[src/rtl/ssha256_msched_pkg.sv]
// Shared definitions for the SHA-256 sigma unit and the message-schedule sequencer.
package ssha256_msched_pkg;

  localparam logic [1:0] SS_SIG0 = 2'b00;
  localparam logic [1:0] SS_SIG1 = 2'b01;
  localparam logic [1:0] SS_SUM0 = 2'b10;
  localparam logic [1:0] SS_SUM1 = 2'b11;

  localparam int unsigned MSCHED_LOAD_LEN = 16;

  typedef enum logic [1:0] {
    ST_LOAD = 2'b00,
    ST_SIG0 = 2'b01,
    ST_SIG1 = 2'b10,
    ST_OUT  = 2'b11
  } msched_state_e;

  function automatic logic [31:0] rotr32(input logic [31:0] x, input int unsigned n);
    return (x >> n) | (x << (32 - n));
  endfunction

endpackage

[src/rtl/ssha256_msched_sigma.sv]
// SHA-256 sigma/Sigma unit: one 32-bit combinational function selected by ss.
module ssha256
  import ssha256_msched_pkg::*;
(
  input  logic [1:0]  ss,
  input  logic [31:0] rs1,
  output logic [31:0] result
);

  always_comb begin
    result = '0;
    case (ss)
      SS_SIG0: result = rotr32(rs1, 7)  ^ rotr32(rs1, 18) ^ (rs1 >> 3);
      SS_SIG1: result = rotr32(rs1, 17) ^ rotr32(rs1, 19) ^ (rs1 >> 10);
      SS_SUM0: result = rotr32(rs1, 2)  ^ rotr32(rs1, 13) ^ rotr32(rs1, 22);
      SS_SUM1: result = rotr32(rs1, 6)  ^ rotr32(rs1, 11) ^ rotr32(rs1, 25);
      default: result = '0;
    endcase
  end

endmodule

[src/rtl/ssha256_msched.sv]
// SHA-256 message-schedule sequencer: loads W[0..15], emits W[16..SCHED_LEN-1]
// using one shared sigma unit (sigma0 then sigma1 per word).
module ssha256_msched
  import ssha256_msched_pkg::*;
#(
  parameter int unsigned SCHED_LEN = 64
) (
  input  logic        g_clk,
  input  logic        g_reset,
  input  logic        flush,
  input  logic        in_valid,
  output logic        in_ready,
  input  logic [31:0] in_word,
  output logic        out_valid,
  input  logic        out_ready,
  output logic [31:0] out_word,
  output logic [5:0]  out_idx,
  output logic        busy
);

  localparam logic [3:0] CNT_LAST = 4'(MSCHED_LOAD_LEN - 1);
  localparam logic [5:0] T_FIRST  = 6'(MSCHED_LOAD_LEN);
  localparam logic [5:0] T_LAST   = 6'(SCHED_LEN - 1);

  msched_state_e state;
  logic [3:0]    cnt;
  logic [5:0]    t;
  logic [31:0]   s0_q;
  logic [31:0]   win [16];

  logic [1:0]    sig_ss;
  logic [31:0]   sig_rs1;
  logic [31:0]   sig_res;
  logic [31:0]   next_word;
  logic          load_xfer;
  logic          out_xfer;

  ssha256 u_sigma (
    .ss     (sig_ss),
    .rs1    (sig_rs1),
    .result (sig_res)
  );

  always_comb begin
    sig_ss  = SS_SIG0;
    sig_rs1 = win[1];
    if (state == ST_SIG1) begin
      sig_ss  = SS_SIG1;
      sig_rs1 = win[14];
    end
  end

  assign next_word = sig_res + win[9] + s0_q + win[0];

  // Flush and reset both suppress any same-cycle transfer, including the window shift.
  assign load_xfer = !g_reset && !flush && (state == ST_LOAD) && in_valid;
  assign out_xfer  = !g_reset && !flush && (state == ST_OUT) && out_valid && out_ready;

  always_ff @(posedge g_clk) begin
    if (load_xfer || out_xfer) begin
      for (int unsigned i = 0; i < 15; i++) begin
        win[i] <= win[i+1];
      end
      win[15] <= load_xfer ? in_word : out_word;
    end
  end

  always_ff @(posedge g_clk) begin
    if (g_reset) begin
      state     <= ST_LOAD;
      cnt       <= '0;
      t         <= T_FIRST;
      out_valid <= 1'b0;
      out_word  <= '0;
      out_idx   <= '0;
      busy      <= 1'b0;
      in_ready  <= 1'b1;
    end else if (flush) begin
      state     <= ST_LOAD;
      cnt       <= '0;
      out_valid <= 1'b0;
      busy      <= 1'b0;
      in_ready  <= 1'b1;
    end else begin
      case (state)
        ST_LOAD: begin
          if (in_valid) begin
            cnt <= cnt + 4'd1;
            if (cnt == CNT_LAST) begin
              state    <= ST_SIG0;
              t        <= T_FIRST;
              busy     <= 1'b1;
              in_ready <= 1'b0;
            end
          end
        end
        ST_SIG0: begin
          s0_q  <= sig_res;
          state <= ST_SIG1;
        end
        ST_SIG1: begin
          out_word  <= next_word;
          out_idx   <= t;
          out_valid <= 1'b1;
          state     <= ST_OUT;
        end
        ST_OUT: begin
          if (out_ready) begin
            out_valid <= 1'b0;
            if (t == T_LAST) begin
              state    <= ST_LOAD;
              cnt      <= '0;
              busy     <= 1'b0;
              in_ready <= 1'b1;
            end else begin
              t     <= t + 6'd1;
              state <= ST_SIG0;
            end
          end
        end
        default: state <= ST_LOAD;
      endcase
    end
  end

endmodule

[config.mk]
export PLATFORM = sky130hd
export DESIGN_NAME = ssha256_msched
export DESIGN_NICKNAME = d
export VERILOG_FILES = /design/src/rtl/ssha256_msched_pkg.sv /design/src/rtl/ssha256_msched_sigma.sv /design/src/rtl/ssha256_msched.sv
export SDC_FILE = /design/constraint.sdc
export NUM_CORES = 1
export LEC_CHECK = 0
export ABC_AREA = 1
export CAP_MARGIN = 20
export CORE_UTILIZATION = 45
export CTS_CLUSTER_DIAMETER = 150
export DETAILED_ROUTE_END_ITERATION = 10
export MAX_ROUTING_LAYER = met4
export RECOVER_POWER = 25
export SYNTH_ARGS = -nofsm -noshare
export SYNTH_HDL_FRONTEND = slang
export SYNTH_SLANG_ARGS = --single-unit
export TNS_END_PERCENT = 100
[constraint.sdc]
create_clock -name g_clk -period 77.2 [get_ports g_clk]
set_input_delay 23.16 -clock g_clk [delete_from_list [all_inputs] [get_ports g_clk]]
set_output_delay 23.16 -clock g_clk [all_outputs]
set_load 0.02 [all_outputs]
final_placement.png
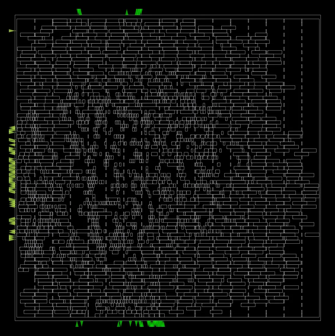
fillcell total: 4676
Final Instance Count excl. Fillers: 2781

met3.png
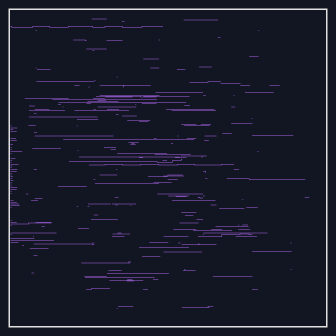
longest straight run: 97.8 um
share of all routed wire: 6.1%
nets with wire on the layer: 155
main direction: horizontal
wire length on this layer: 3300 um

==> GITHUB_STEP_SUMMARY <==
## Implementation flow summary

| Metric | Value |
|---|---|
| Outcome | complete, no violations |
| Flip-flops with a built-in enable | roughly 540 |
| Dominant comb cell | simple AND/OR/NAND/NOR gates |
| Top Family by Delay on Critical Path | buffers and inverters |
| Pwr dens | 25.1 mW/mm^2 |
| Drt first-iter violations | 1187 |
| Adder Area Share | slightly below 7% |
| Vias in the first global route | ~13000 |
| Area leader, netlist | edfxtp_1 |
| Layout cell share with drive strength beyond 1 | 6.71% |
| Comb pwr share | 8.4% |
| Wire per inst | slightly below 20 um |
| Yosys aoi share | 4.65% |
| FP Util | 45.8% |
| Clk network pwr share | 40.8% |
| Drt drc | 0 |
| Post-synth mux share | 0.317% |
| Top pwr grp | registers |
| Post-DP Area | 0.0264 sq mm |
| Asr flop ratio synth | 0% |
| Worst min path class | flip-flop to flip-flop |
| Total CTS buffers | roughly 58 |
| Power, Total | 0.000713 W |
| Worst-path fanout max | 85 |
| Die Area | about 0.056 sq mm |
| Largest stage delay, worst path | 0.90 ns |
| Crit-path most repeated cell | buf_4 |
| Setup TNS | 0 ns |
| Design Area, Final | 0.0284 sq mm |
| Area Growth Syn to Fin | 14.5% |
| Top-count cell post-synth | edfxtp_1 |
| XOR Share, Synth | 3.45% |
| Via count | roughly 14000 |
| First-pass GRT wire length | 81700 um |
| Worst slew margin | 32.8% |
| Dpl hpwl | about 38000 um |
| # IOs | 78 |
| Psw | 0.000166 W |
| Routability cong. | 0.897 |
| RSZ-0062 raised after global routing | no |
| Clk buf depth | 3 |
| Worst-path clk slew | 0.07 ns |
| Hold-fix buffers at CTS | 0 |
| Leakage power total | 11.1 nW |
| Startpoint type of the worst setup path | input port |
| Count of buffer and inverter cells on the critical path | 6 |
| Setup WS post-layout | 50.71 ns |
| Sequential Power Share | approximately half |
| Seq power | 0.000362 W |
| Routed WL | 54200 um |
| Synth Seq Share | a little over two thirds |
| Crit-path slowest cell | buf_4 |
| Setup WS pre-CTS | 49.76 ns |
| Yosys cell count | just under 2000 |
| Synthesized instance count | 1921 |
| Core Area | 0.0542 sq mm |
| Final setup vio count | 0 |
| Die height | around 240 um |
| Period minus WS final | 26.49 ns |
| Synth top area share | about two thirds |
| Critical Path AT | 26.72 ns |
| Initial antenna violation count | 0 |
| Setup Buffers After CTS | 0 |
| Actual slew at the worst max-slew pin | 1.01 ns |
| Dominant flop cell | edfxtp_1 |
| Drt first pass iters | 5 |
| Total gr overflow | 0 |
| Crit end category | flip-flop |
| Dominant logic cell type in the layout | edfxtp_1 |
| Layout Skew | 0.0204 ns |
| #FFs+latches synth | 597 |
| Final hold viol count | 0 |
| H-tree Lvls | 2 |
| Cell variety after synth | 44 |
| Max VDD drop | around 0.025 mV |
| Final slew viol count | 0 |
| Final period util | 34.3% |
| Core Util, Final | 52.4% |
| Floorplan Nets | 2058 |
| Die width | 237 um |
| Synthesized area | 0.0248 sq mm |
| Top cells by area | edfxtp_1 66%, inv_1 5.2%, nand2_1 5.0% |
| Routed vias/inst | 4.94 |
| Worst endpoint required time | 77.44 ns |
| Post-DRT Antenna Nets | 0 |
| Clk latency late pin | about 0.63 ns |
| Sw Share | 23.2% |
| Post-Syn Area per Cell | 12.9 sq um |
| Tool Warnings | 32 |
| Pin count of the biggest net entering global routing | ~190 |
wire_density.png
24 x 24 tiles, from black (low) to pale yellow (high), scaled to the fullest tile. Values are wire area over tile area, all layers added.
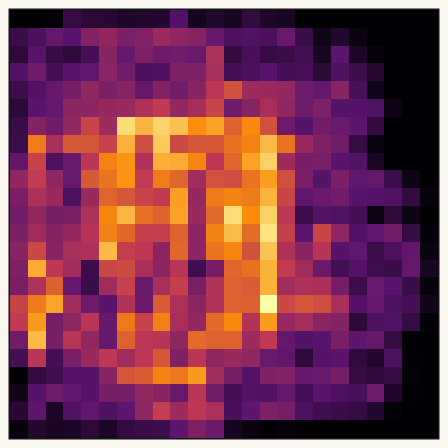
fullest tile: 0.46
tiles over half the peak: 23%
emptiest ninth of the die: top right
densest ninth of the die: middle
nearly empty tiles: 11%
mean over tiles: 0.16

==> state kept, by name (all words and copies together) (netlist names) <==
name	cells
out_word	32
out_idx	6
cnt	4
out_valid	1
win	512
in_ready	1
t	6
state	2
busy	1
s0_q	32
==> final timing paths <==
check,cells after the start,start,slack (ns),end
max,9,g_reset,50.71,win[0][203]$_DFFE_PP_
min,0,win[1][241]$_DFFE_PP_,0.41,win[1][209]$_DFFE_PP_
max reg2reg,25,state[0]$_SDFFE_PP0P_,71.33,out_word[17]$_SDFFE_PP0P_
min reg2reg,0,win[1][241]$_DFFE_PP_,0.41,win[1][209]$_DFFE_PP_
==> layout make-up <==
cell class / count / area, sq um
flip-flops and latches: 597 / 17400
well taps: 696 / 871
clock buffers: 69 / 1570
multi-input cells: 948 / 6010
fillers: 4676 / 25800
inverters: 345 / 1290
repair buffers: 88 / 878
clock inverters: 38 / 422
==> worst reg2reg max path: cells and delay by family (launching register included) <==
kind / cells / cell delay [ns]
simple gates: 11 / 1.48
compound gates: 2 / 0.41
fa+ha+maj: 5 / 1.93
xor+xnor: 2 / 0.43
flops: 1 / 0.41
buf+inv: 5 / 1.10
==> per-layer routing <==
| metal | track usage (%) | vias to the layer above | share of wire [%] |
|---|---|---|---|
| met5 | - | - | 0 |
| met4 | 7.71 | 0 | 3.5 |
| met3 | 3.78 | 113 | 6.1 |
| met2 | 30.5 | 377 | 45 |
| met1 | 27.8 | 6617 | 45 |
| li1 | - | 6620 | - |
==> through the flow <==
step	std cells	hold slack [ns]
after detailed placement	2673	0.405
after floorplan	1921	0.400
after CTS	2780	0.406
final	2781	0.408
after global placement	2673	0.400
after global routing	2781	0.402
Power is estimated from default activity; no workload was simulated.
